### config.mk
export PLATFORM = sky130hd
export DESIGN_NAME = branch_sequencer
export DESIGN_NICKNAME = d
export VERILOG_FILES = /design/src/rtl/branch_sequencer.sv
export SDC_FILE = /design/constraint.sdc
export NUM_CORES = 1
export LEC_CHECK = 0
export CAP_MARGIN = 20
export CORE_MARGIN = 2
export CORE_UTILIZATION = 39
export CTS_CLUSTER_DIAMETER = 50
export CTS_CLUSTER_SIZE = 24
export DETAILED_ROUTE_END_ITERATION = 12
export PLACE_DENSITY_LB_ADDON = 0.1
export SLEW_MARGIN = 20
export SYNTH_ARGS = -nofsm -noshare
export SYNTH_HDL_FRONTEND = slang
export SYNTH_SLANG_ARGS = --single-unit
export TNS_END_PERCENT = 100
### constraint.sdc
create_clock -name clock -period 3.6 [get_ports clock]
set_input_delay 0.54 -clock clock [delete_from_list [all_inputs] [get_ports clock]]
set_output_delay 0.54 -clock clock [all_outputs]
set_load 0.01 [all_outputs]
### src/rtl/branch_sequencer.sv
`default_nettype none
// ============================================================================
//  Module      : branch_sequencer
//  Description : Control sequencer for branch instructions. Decodes B, BL,
//                B.cond, CBZ, CBNZ and BR, evaluates the branch condition
//                against a registered {V,C,Z,N} flags register, and drives
//                the PC-select / register-write controls through a short
//                IDLE -> EVAL -> (LINK) -> DONE sequence. Keeps saturating
//                counts of legal and taken branches.
//
//  Ports       :
//    clock         rising-edge clock
//    reset_n       asynchronous active-low reset
//    start         request to sequence the instruction (sampled in IDLE)
//    instruction   branch instruction, stable from start until done
//    status_in     {V,C,Z,N} from the ALU
//    status_load   load status_in into the flags register
//    reg_zero      register read on SB is zero (CBZ/CBNZ)
//    Psel          PC source: 00 hold, 01 PC+4, 11 PC+4+K*4, 10 PC from bus
//    PCsel         relative-branch target select
//    regW          register-file write enable
//    EN_PC         PC-to-bus enable
//    DA, SB        destination / source-B register addresses
//    K             sign-extended branch offset (K_WIDTH bits, must be > 26)
//    busy, done    sequence in progress / one-cycle completion pulse
//    illegal       undecodable opcode seen in EVAL
//    flags         registered {V,C,Z,N}
//    branch_cnt    saturating count of legal branches
//    taken_cnt     saturating count of taken branches
//
//  Revision    : 1.0  initial release
// ============================================================================
module branch_sequencer #(
    parameter int K_WIDTH   = 64,
    parameter int CNT_WIDTH = 16
) (
    input  logic                 clock,
    input  logic                 reset_n,
    input  logic                 start,
    input  logic [31:0]          instruction,
    input  logic [3:0]           status_in,
    input  logic                 status_load,
    input  logic                 reg_zero,
    output logic [1:0]           Psel,
    output logic                 PCsel,
    output logic                 regW,
    output logic                 EN_PC,
    output logic [4:0]           DA,
    output logic [4:0]           SB,
    output logic [K_WIDTH-1:0]   K,
    output logic                 busy,
    output logic                 done,
    output logic                 illegal,
    output logic [3:0]           flags,
    output logic [CNT_WIDTH-1:0] branch_cnt,
    output logic [CNT_WIDTH-1:0] taken_cnt
);

    localparam logic [4:0]           c_reg_none = 5'b11111;
    localparam logic [4:0]           c_reg_link = 5'd30;
    localparam logic [CNT_WIDTH-1:0] c_cnt_one  = CNT_WIDTH'(1);

    localparam logic [1:0] c_psel_hold = 2'b00;
    localparam logic [1:0] c_psel_inc  = 2'b01;
    localparam logic [1:0] c_psel_bus  = 2'b10;
    localparam logic [1:0] c_psel_rel  = 2'b11;

    typedef enum logic [1:0] {
        S_IDLE = 2'd0,
        S_EVAL = 2'd1,
        S_LINK = 2'd2,
        S_DONE = 2'd3
    } state_t;

    state_t                 r_state;
    state_t                 w_state_nxt;
    logic [3:0]             r_flags;
    logic [CNT_WIDTH-1:0]   r_branch_cnt;
    logic [CNT_WIDTH-1:0]   r_taken_cnt;

    logic                   w_is_b;
    logic                   w_is_bl;
    logic                   w_is_bcond;
    logic                   w_is_cbz;
    logic                   w_is_cbnz;
    logic                   w_is_br;
    logic                   w_legal;
    logic                   w_cond_true;
    logic                   w_taken;
    logic [K_WIDTH-1:0]     w_k;

    // flags layout {V,C,Z,N}
    logic w_v, w_c, w_z, w_n;
    assign w_v = r_flags[3];
    assign w_c = r_flags[2];
    assign w_z = r_flags[1];
    assign w_n = r_flags[0];

    // ------------------------------------------------------------------
    // Opcode decode
    // ------------------------------------------------------------------
    assign w_is_b     = (instruction[31:26] == 6'b000101);
    assign w_is_bl    = (instruction[31:26] == 6'b100101);
    assign w_is_bcond = (instruction[31:24] == 8'b01010100);
    assign w_is_cbz   = (instruction[31:24] == 8'b10110100);
    assign w_is_cbnz  = (instruction[31:24] == 8'b10110101);
    assign w_is_br    = (instruction[31:21] == 11'b11010110000);
    assign w_legal    = w_is_b | w_is_bl | w_is_bcond | w_is_cbz | w_is_cbnz | w_is_br;

    // ------------------------------------------------------------------
    // Offset sign extension
    // ------------------------------------------------------------------
    always_comb begin
        w_k = '0;
        if (w_is_b || w_is_bl) begin
            w_k = {{(K_WIDTH-26){instruction[25]}}, instruction[25:0]};
        end else if (w_is_bcond || w_is_cbz || w_is_cbnz) begin
            w_k = {{(K_WIDTH-19){instruction[23]}}, instruction[23:5]};
        end
    end

    // K is held at zero while reset is asserted.
    assign K = reset_n ? w_k : '0;

    // ------------------------------------------------------------------
    // Condition evaluation on the registered flags. Because r_flags is the
    // register output, a status_load in the EVAL cycle only takes effect
    // after the decision has been made.
    // ------------------------------------------------------------------
    always_comb begin
        w_cond_true = 1'b1;
        case (instruction[3:0])
            4'h0:    w_cond_true = w_z;
            4'h1:    w_cond_true = ~w_z;
            4'h2:    w_cond_true = w_c;
            4'h3:    w_cond_true = ~w_c;
            4'h4:    w_cond_true = w_n;
            4'h5:    w_cond_true = ~w_n;
            4'h6:    w_cond_true = w_v;
            4'h7:    w_cond_true = ~w_v;
            4'h8:    w_cond_true = w_c & ~w_z;
            4'h9:    w_cond_true = ~(w_c & ~w_z);
            4'hA:    w_cond_true = (w_n == w_v);
            4'hB:    w_cond_true = (w_n != w_v);
            4'hC:    w_cond_true = ~w_z & (w_n == w_v);
            4'hD:    w_cond_true = ~(~w_z & (w_n == w_v));
            default: w_cond_true = 1'b1;
        endcase
    end

    assign w_taken = w_is_b | w_is_bl | w_is_br
                   | (w_is_bcond & w_cond_true)
                   | (w_is_cbz   &  reg_zero)
                   | (w_is_cbnz  & ~reg_zero);

    // ------------------------------------------------------------------
    // FSM state register
    // ------------------------------------------------------------------
    always_ff @(posedge clock or negedge reset_n) begin
        if (!reset_n) begin
            r_state <= S_IDLE;
        end else begin
            r_state <= w_state_nxt;
        end
    end

    // ------------------------------------------------------------------
    // FSM next state and outputs
    // ------------------------------------------------------------------
    always_comb begin
        w_state_nxt = r_state;
        Psel        = c_psel_hold;
        PCsel       = 1'b0;
        regW        = 1'b0;
        EN_PC       = 1'b0;
        DA          = c_reg_none;
        SB          = c_reg_none;
        busy        = 1'b0;
        done        = 1'b0;
        illegal     = 1'b0;

        case (r_state)
            S_IDLE: begin
                if (start) begin
                    w_state_nxt = S_EVAL;
                end
            end

            S_EVAL: begin
                busy        = 1'b1;
                w_state_nxt = S_DONE;
                if (!w_legal) begin
                    // Step past the undecodable word.
                    illegal = 1'b1;
                    Psel    = c_psel_inc;
                    EN_PC   = 1'b1;
                end else if (w_is_bl) begin
                    // Write the return address (PC+4 on the bus) into X30,
                    // then jump in LINK.
                    regW        = 1'b1;
                    DA          = c_reg_link;
                    EN_PC       = 1'b1;
                    Psel        = c_psel_hold;
                    w_state_nxt = S_LINK;
                end else begin
                    EN_PC = 1'b1;
                    if (w_is_cbz || w_is_cbnz) begin
                        SB = instruction[4:0];
                    end else if (w_is_br) begin
                        SB = instruction[9:5];
                    end
                    if (w_is_br) begin
                        Psel = c_psel_bus;
                    end else if (w_taken) begin
                        Psel  = c_psel_rel;
                        PCsel = 1'b1;
                    end else begin
                        Psel = c_psel_inc;
                    end
                end
            end

            S_LINK: begin
                busy        = 1'b1;
                Psel        = c_psel_rel;
                PCsel       = 1'b1;
                w_state_nxt = S_DONE;
            end

            S_DONE: begin
                busy        = 1'b1;
                done        = 1'b1;
                w_state_nxt = S_IDLE;
            end

            default: begin
                w_state_nxt = S_IDLE;
            end
        endcase
    end

    // ------------------------------------------------------------------
    // Flags register: loads whenever requested, regardless of FSM state
    // ------------------------------------------------------------------
    always_ff @(posedge clock or negedge reset_n) begin
        if (!reset_n) begin
            r_flags <= 4'b0000;
        end else if (status_load) begin
            r_flags <= status_in;
        end
    end

    // ------------------------------------------------------------------
    // Saturating branch statistics, updated once in each EVAL
    // ------------------------------------------------------------------
    always_ff @(posedge clock or negedge reset_n) begin
        if (!reset_n) begin
            r_branch_cnt <= '0;
            r_taken_cnt  <= '0;
        end else if (r_state == S_EVAL && w_legal) begin
            if (r_branch_cnt != '1) begin
                r_branch_cnt <= r_branch_cnt + c_cnt_one;
            end
            if (w_taken && (r_taken_cnt != '1)) begin
                r_taken_cnt <= r_taken_cnt + c_cnt_one;
            end
        end
    end

    assign flags      = r_flags;
    assign branch_cnt = r_branch_cnt;
    assign taken_cnt  = r_taken_cnt;

endmodule
`default_nettype wire

==> run_1/cell_classes.png <==
(4 px per um)
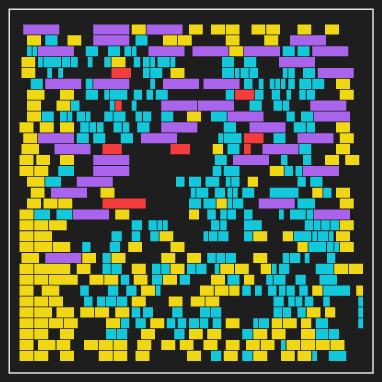
clock drivers and dummy loads -> red  # cells 8, share of their area 2.5%
all other logic -> cyan  # cells 236, share of their area 37%
flip-flops -> purple  # cells 38, share of their area 22%
other buffers and delay cells -> yellow  # cells 170, share of their area 39%

==> run_1/final_congestion.png <==
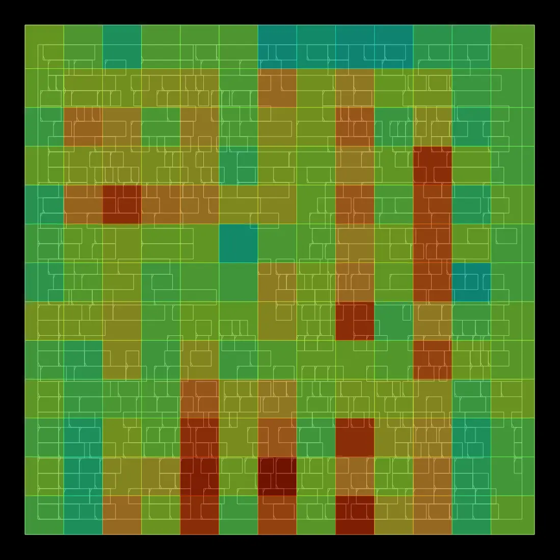
GR Util met1: 0.263
met2 routing resource usage after global routing: 0.313
met3 GRT Util: 0.0384
most heavily used metal layer in global routing: met2

==> run_1/zoom.png <==
Window x 10 to 35, y 55 to 80 um. Cells in gray, sequential cells in the stronger gray; small squares are vias.
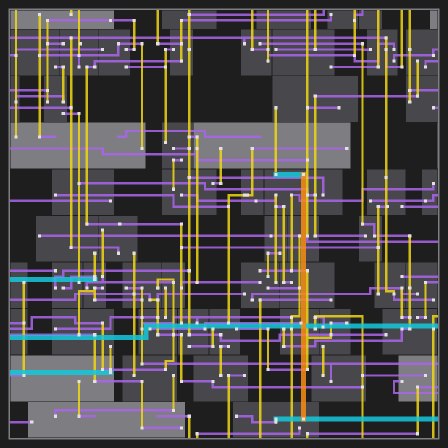
met2 -> yellow
met1 -> purple
met4 -> orange
met3 -> cyan
netlist names of flops here include = branch_cnt (4)
sequential cells in the window = 4
most frequent = nand3_1 (6), nor3_1 (6)
cells with their middle in the window = 46

==> run_1/drive_strength.png <==
(4 px per um)
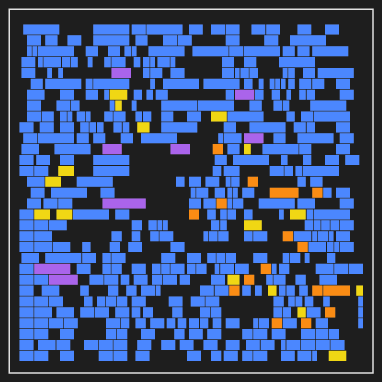
drive 3 to 4 -> orange  # cells 16
drive 2 -> yellow  # cells 16
drive 6 and up -> purple  # cells 8
drive 1 or less -> blue  # cells 412
crit path setup slack, layout: 0.105 ns
Non-Filler Cell Area, Final: 4500 um^2

==> run notes, run 1 <==
Results of the full flow below.

Clocking:
- As reported, the later end of the worst-skew pair has a clock insertion delay of between 0.2 and 0.3 ns.
- Looking at the clock tree report, the root buffer type is sky130_fd_sc_hd__clkbuf_8.
- The report puts the hold buffer count at CTS at 0.
- CTS built an H-tree with a depth of 2.

Synthesis:
- After synthesis the cells add up to slightly below 3000 um^2.
- Post-synth the commonest register cell is sky130_fd_sc_hd__dfrtp_1.
- The stat command in Yosys gives a chip area of just under 3000 um^2.
- The run gives the post-synth tally of flip-flops with integrated enable as 0.
- The run puts the share of cell area taken by muxes after synthesis at 0.0266.
- The run gives the area share of the largest cell type after synthesis as 0.325.
- The run gives the synthesized instance count as 326.
- Per the Yosys statistics, synthesis produced 326 cells.

Detailed routing:
- The detail route stage leaves a number of antenna-violating nets equal to 0.
- After detailed routing, the met3 layer carries ~430 um of wire.
- The first detailed-routing pass took 4 iterations.
- The run gives the number of DRC violations after detailed routing as 0.
- The run puts the number of vias per cell at ~5.0.
- The run gives the total via count after detailed routing as roughly 2800.
- The run gives the final wirelength as 8080 um.

Hold path:
- The run gives the type of the tightest min-delay check as input port to asynchronous set/reset pin.

Floorplan:
- The run puts the die boundary width at 90.6 um.
- The run gives the y dimension of the die as 90.6 um.
- The run puts the row count at 31.
- For this design the top-level I/O count stands at around 160.

STA:
- Hold-check failures listed in the final report amount to 0.
- The run puts the final setup skew at 0.00747 ns.
- The run puts the headroom to the max-slew limit at 0.596.
- The run puts the smallest hold slack at 0.220 ns.
- The run puts the highest clock frequency the design can meet at 286 MHz.
- The pin closest to its max-slew limit shows a slew of 0.604 ns.
- The final timing report lists a max-slew violation count of 0.

Pwr:
- Per the power-grid run, VDD falls by no more than 0.181 mV.
- The run puts the static leakage at 0.00201 uW.

Cells and area:
- The layout contains a multi-input combinational cell count of around 230.
- The class occupying the most area after layout is reported as buffers.
- The layout has ~170 buffers outside the clock class.
- The sequential cells in the finished layout cover a total of 951 um^2.
- The run puts the area taken by multi-input logic gates at 1560 um^2.
- The run puts the number of fill cells in the layout at 643.
- The run gives the layout sequential cell count as 38.
- The run puts the clock network area share at 0.0242.
- Measured on the final layout, buffering overhead outside the clock network stands at 0.381.

Critical path:
- According to the timing report, the critical path is captured at PCsel.
- For flop-to-flop paths, the worst setup slack is 1.09 ns.
- The run gives the kind of critical path as input port to output port.
- The run puts the maximum cell stage delay along the critical path at about 0.63 ns.
- The run gives the logic depth of the worst register-to-register path as 8.
- The startpoint identified for the worst register-to-register timing path is flags[1]$_DFFE_PN0P_.
- By instance count, the cell type seen most on the critical path is sky130_fd_sc_hd__clkdlybuf4s50_1.
- The critical path goes through clkdlybuf4s50_1 -> inv_1 -> or4_1 -> o221ai_1 -> o31ai_2 -> nand2_1 -> a31oi_1 -> nor2b_1 -> clkdlybuf4s50_1.
- The worst setup path is captured at an output port.
- The run gives the nature of the critical path startpoint as an input port.
- The run gives the cell at the slowest stage of the critical path as sky130_fd_sc_hd__clkdlybuf4s50_1.
- Grouping stages by cell kind, the critical path spends the most delay in buffers and inverters.
- In this run the worst path has a maximum fanout of 8.

Run status:
- The run finished with clean final reports.

Placed design:
- The run gives the total cell area at the placement stage as 4320 um^2.

Global route:
- The first global-routing pass estimated 13100 um of wire.
- The initial antenna violation count came to 0.
- The run puts the total global routing overflow at 0.
- The run puts the global-route usage over all layers at 0.193.
run 1: registers in the layout, indices dropped and copies added (netlist names):
name	cells
branch_cnt	16
flags	4
r_state	2
taken_cnt	16
run 1: cell families (layout without fill, tap and decap cells):
family / after synthesis / in the layout
and+or+nand+nor: 117 / 117
buffers and inverters: 66 / 189
AOI/OAI and AO/OA: 56 / 56
DFF: 38 / 38
xor gates and xnor gates: 34 / 34
adders and majority gates: 7 / 7
muxes: 7 / 7
other: 1 / 4
run 1: timing repair:
action / 4_1_cts / 5_1_grt
gates resized: 0 / 15
buffers inserted: 0 / 1
setup endpoints to repair: 0 / 41
run 1: report_power, final:
group	internal (uW)	total (uW)	switching (uW)
sequential	455	492	37.5
combinational	257	452	195
clock	204	360	156
==> run 1 -> run 2 <==
--- a/config.mk
+++ b/config.mk
@@ -6,12 +6,12 @@
 export NUM_CORES = 1
 export LEC_CHECK = 0
 export CAP_MARGIN = 20
-export CORE_MARGIN = 2
+export CORE_MARGIN = 8
 export CORE_UTILIZATION = 39
 export CTS_CLUSTER_DIAMETER = 50
 export CTS_CLUSTER_SIZE = 24
 export DETAILED_ROUTE_END_ITERATION = 12
-export PLACE_DENSITY_LB_ADDON = 0.1
+export PLACE_DENSITY = 0.89
 export SLEW_MARGIN = 20
 export SYNTH_ARGS = -nofsm -noshare
 export SYNTH_HDL_FRONTEND = slang
==> run_2/final_congestion.png <==
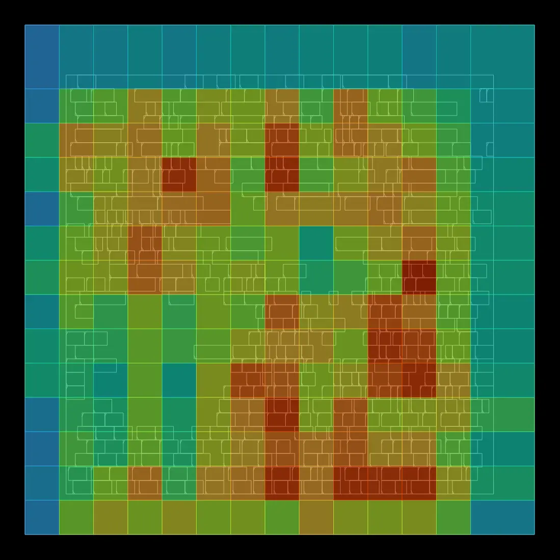
GR Util met1: 0.196
utilization after layout: 0.614
mean routed wirelength per cell: 16.8 um
all-layer global routing usage: 0.171

==> run_2/zoom.png <==
Window x 13 to 38, y 64 to 89 um. Cells in gray, sequential cells in the stronger gray; small squares are vias.
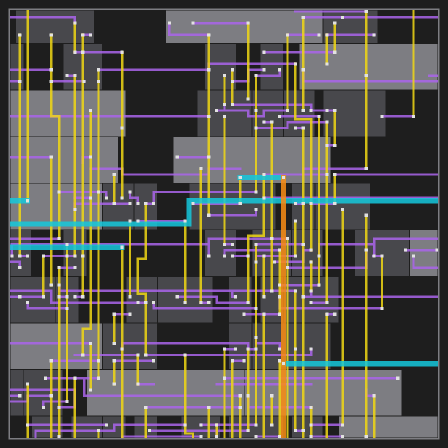

==> run 2 against run 1 <==
Against the previous run:
- clock power shrank 21%
- global-route usage shrank 2.2 points
- combinational power grew 6.2%
- non-clock buffer count grew 1
- register-to-register slack lost 0.05 ns
- worst hold slack gained 0.27 ns
- clock skew is essentially flat
- maximum frequency shrank 0.15%
- final cell count shrank 0.18%
- worst setup slack lost 0.0051 ns
- core utilization shrank 0.62 points
- largest power group unchanged
- critical endpoint unchanged
- critical path type unchanged
- largest cell class unchanged
==> run notes, run 2 <==
Results of the full flow below.

Run status:
- The flow ran to the end, and the final reports show no timing, DRC or antenna violations.

Critical path:
- The critical path goes through clkdlybuf4s50_1 -> or3b_1 -> a2111o_1 -> o221ai_2 -> o31ai_2 -> nand2_1 -> a31oi_1 -> nor2b_1 -> clkdlybuf4s50_1.
- The run puts the maximum fanout count along the critical path at 8.
- The worst setup path is of the input port to output port kind.
- The worst setup path is launched from an input port.
- OpenSTA lists the critical path endpoint as PCsel.
- The run puts the worst reg-to-reg setup slack at 1.04 ns.
- Per STA, the library cell used most along the worst path is sky130_fd_sc_hd__clkdlybuf4s50_1.
- The run gives the sort of element at the end of the critical path as an output port.
- The run gives the start of the worst register-to-register path as flags[1]$_DFFE_PN0P_.
- Among all stages on the critical path, the maximum delay recorded is 0.55 ns.
- The run gives the logic depth of the worst register-to-register path as 6.

Synthesis:
- The run gives the main flop type as sky130_fd_sc_hd__dfrtp_1.
- The run gives the number of cells in the yosys synthesis report as 326.
- The run puts the post-synth tally of flip-flops with integrated enable at 0.
- The run gives the area share of the largest cell type after synthesis as 0.325.
- The largest total area in the synthesized netlist belongs to sky130_fd_sc_hd__dfrtp_1.
- The run gives the yosys synthesis chip area as 2920 um^2.
- For this run, the register share of the synthesized area comes to 0.325.
- The run gives the synthesized instance count as 326.

Pwr:
- The run gives the top power consumer group as registers.
- The run puts the highest ir drop seen on vdd at 0.263 mV.
- The run gives the proportion of power drawn by combinational gates as 0.382.
- The run gives the power dissipated in the clock network as 286 uW.
- The internal power of the cells totals 864 uW.
- Sequential power for this build is 490 uW.
- The run puts the power share of the sequential group at 0.390.
- Of the total power, the share spent switching nets is 0.313.
- The run puts the power dissipated by switching net loads at 393 uW.
- The flow reports power dissipated in combinational cells as 480 uW.
- The run gives the clock network fraction of total power as 0.228.

Cells and area:
- The run gives the number of logic gates as ~230.
- The run puts the number of fill cells in the layout at 614.
- The run puts the final-layout non-clock buffer area share at 0.379.
- The layout report lists the multi-input gate area as 1570 um^2.
- Looking at the area split, the leading class of cells is buffers.
- The final layout contains a sequential cell count of 38.
- The run puts the sequential cell area at between 900 and 1000 um^2.
- In the final layout, excluding clock inverters the inverter count is 11.
- With fillers left out, the area of the finished cells amounts to 4460 um^2.
- The run gives the sequential share of cell area as 0.213.
- The run gives the share of layout cells above drive strength 1 as 0.0865.
- The run gives the layout overhead on the synthesized area as 52.5%.

STA:
- The run gives the highest clock frequency the design can meet as between 200 and 300 MHz.
- The pin closest to its max-slew limit shows a slew of 0.674 ns.
- The final timing report lists a max-slew violation count of 0.
- For reference, the final report shows the hold violation count at 0.
- From the final report, the count of setup violators was given as 0.
- The run gives the setup TNS after final layout as 0 ns.
- The run gives the headroom to the max-slew limit as 0.549.
- The run gives the final setup skew as 0.00747 ns.
- The run puts the final worst setup slack at 0.0995 ns.

Floorplan:
- The run puts the I/O pin count at 159.
- The run gives the die boundary width as 103 um.
- The run puts the y dimension of the die at a little over 100 um.
- The run gives the row count as 31.

Global route:
- The run gives the global-route met2 utilization as 0.306.
- Per the GRT log, the top usage layer is met2.
- The run gives the global-route wire length before repair as 14300 um.
- The run puts the total global routing overflow at 0.
- For this run, global-route usage on met3 was measured as 0.0486.

Hold path:
- According to the hold report, the worst path is of the register to register type.

Detailed routing:
- The run gives the length of the first detailed-routing pass in iterations as 5.
- The run gives the top routing layer in use as met4.
- The run gives the number of vias per cell as approximately 5.1.
- The detailed router reports a met3 wire length of 653 um.
- The script parses the final routing iteration and logs DRC violations as 0.
- The run puts the number of routed nets with antenna violations at 0.

Clocking:
- The run puts the number of buffers added for setup after CTS at 0.
- Clock latency on the worst-skew pair, taken at its later pin, is between 0.2 and 0.3 ns.
- The run puts the number of H-tree levels at 2.
- The post-CTS hold buffer count recorded in the log is 0.
- The run puts the buffer levels on the longest clock path at 2.
- The run puts the number of resized instances in the post-cts repair step at 0.

Placed design:
- The placement stage leaves a total instance area of 4340 um^2.
==> run_2/met1.png <==
(4 px per um)
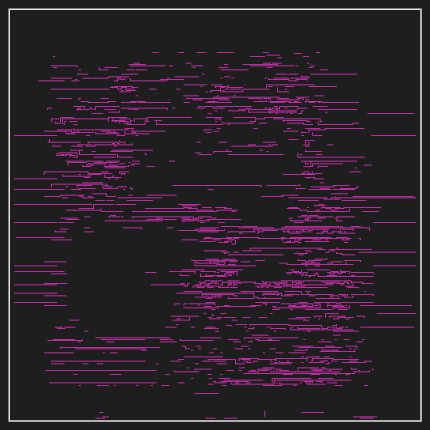
wire length on this layer = 3640 um
main direction = horizontal
longest straight run = 27.8 um
nets with wire on the layer = 427
wire length reported by the detailed router: 9240 um
Via Count: 2810

-- run 2: cell counts after synthesis --
No cell type changed its count.
-- run 2: logic make-up after synthesis --
| group | after synthesis | share of synthesized area |
|---|---|---|
| adder cells (fa/ha/maj) | 7 | 0.0300 |
| XOR/XNOR | 34 | 0.102 |
| AND-OR/OR-AND | 56 | 0.143 |
| flip-flops | 38 | 0.325 |
| buffers and inverters | 66 | 0.148 |
| multiplexers | 7 | 0.0266 |
| other | 1 | 0.00128 |
| AND/OR/NAND/NOR | 117 | 0.224 |
-- run 2: worst max-delay path: cells and delay by family --
kind                   cells  cell delay [ns]
AND-OR/OR-AND              4             0.67
buffers and inverters      2             1.09
AND/OR/NAND/NOR            3             0.67
Power and IR drop assume default switching activity.
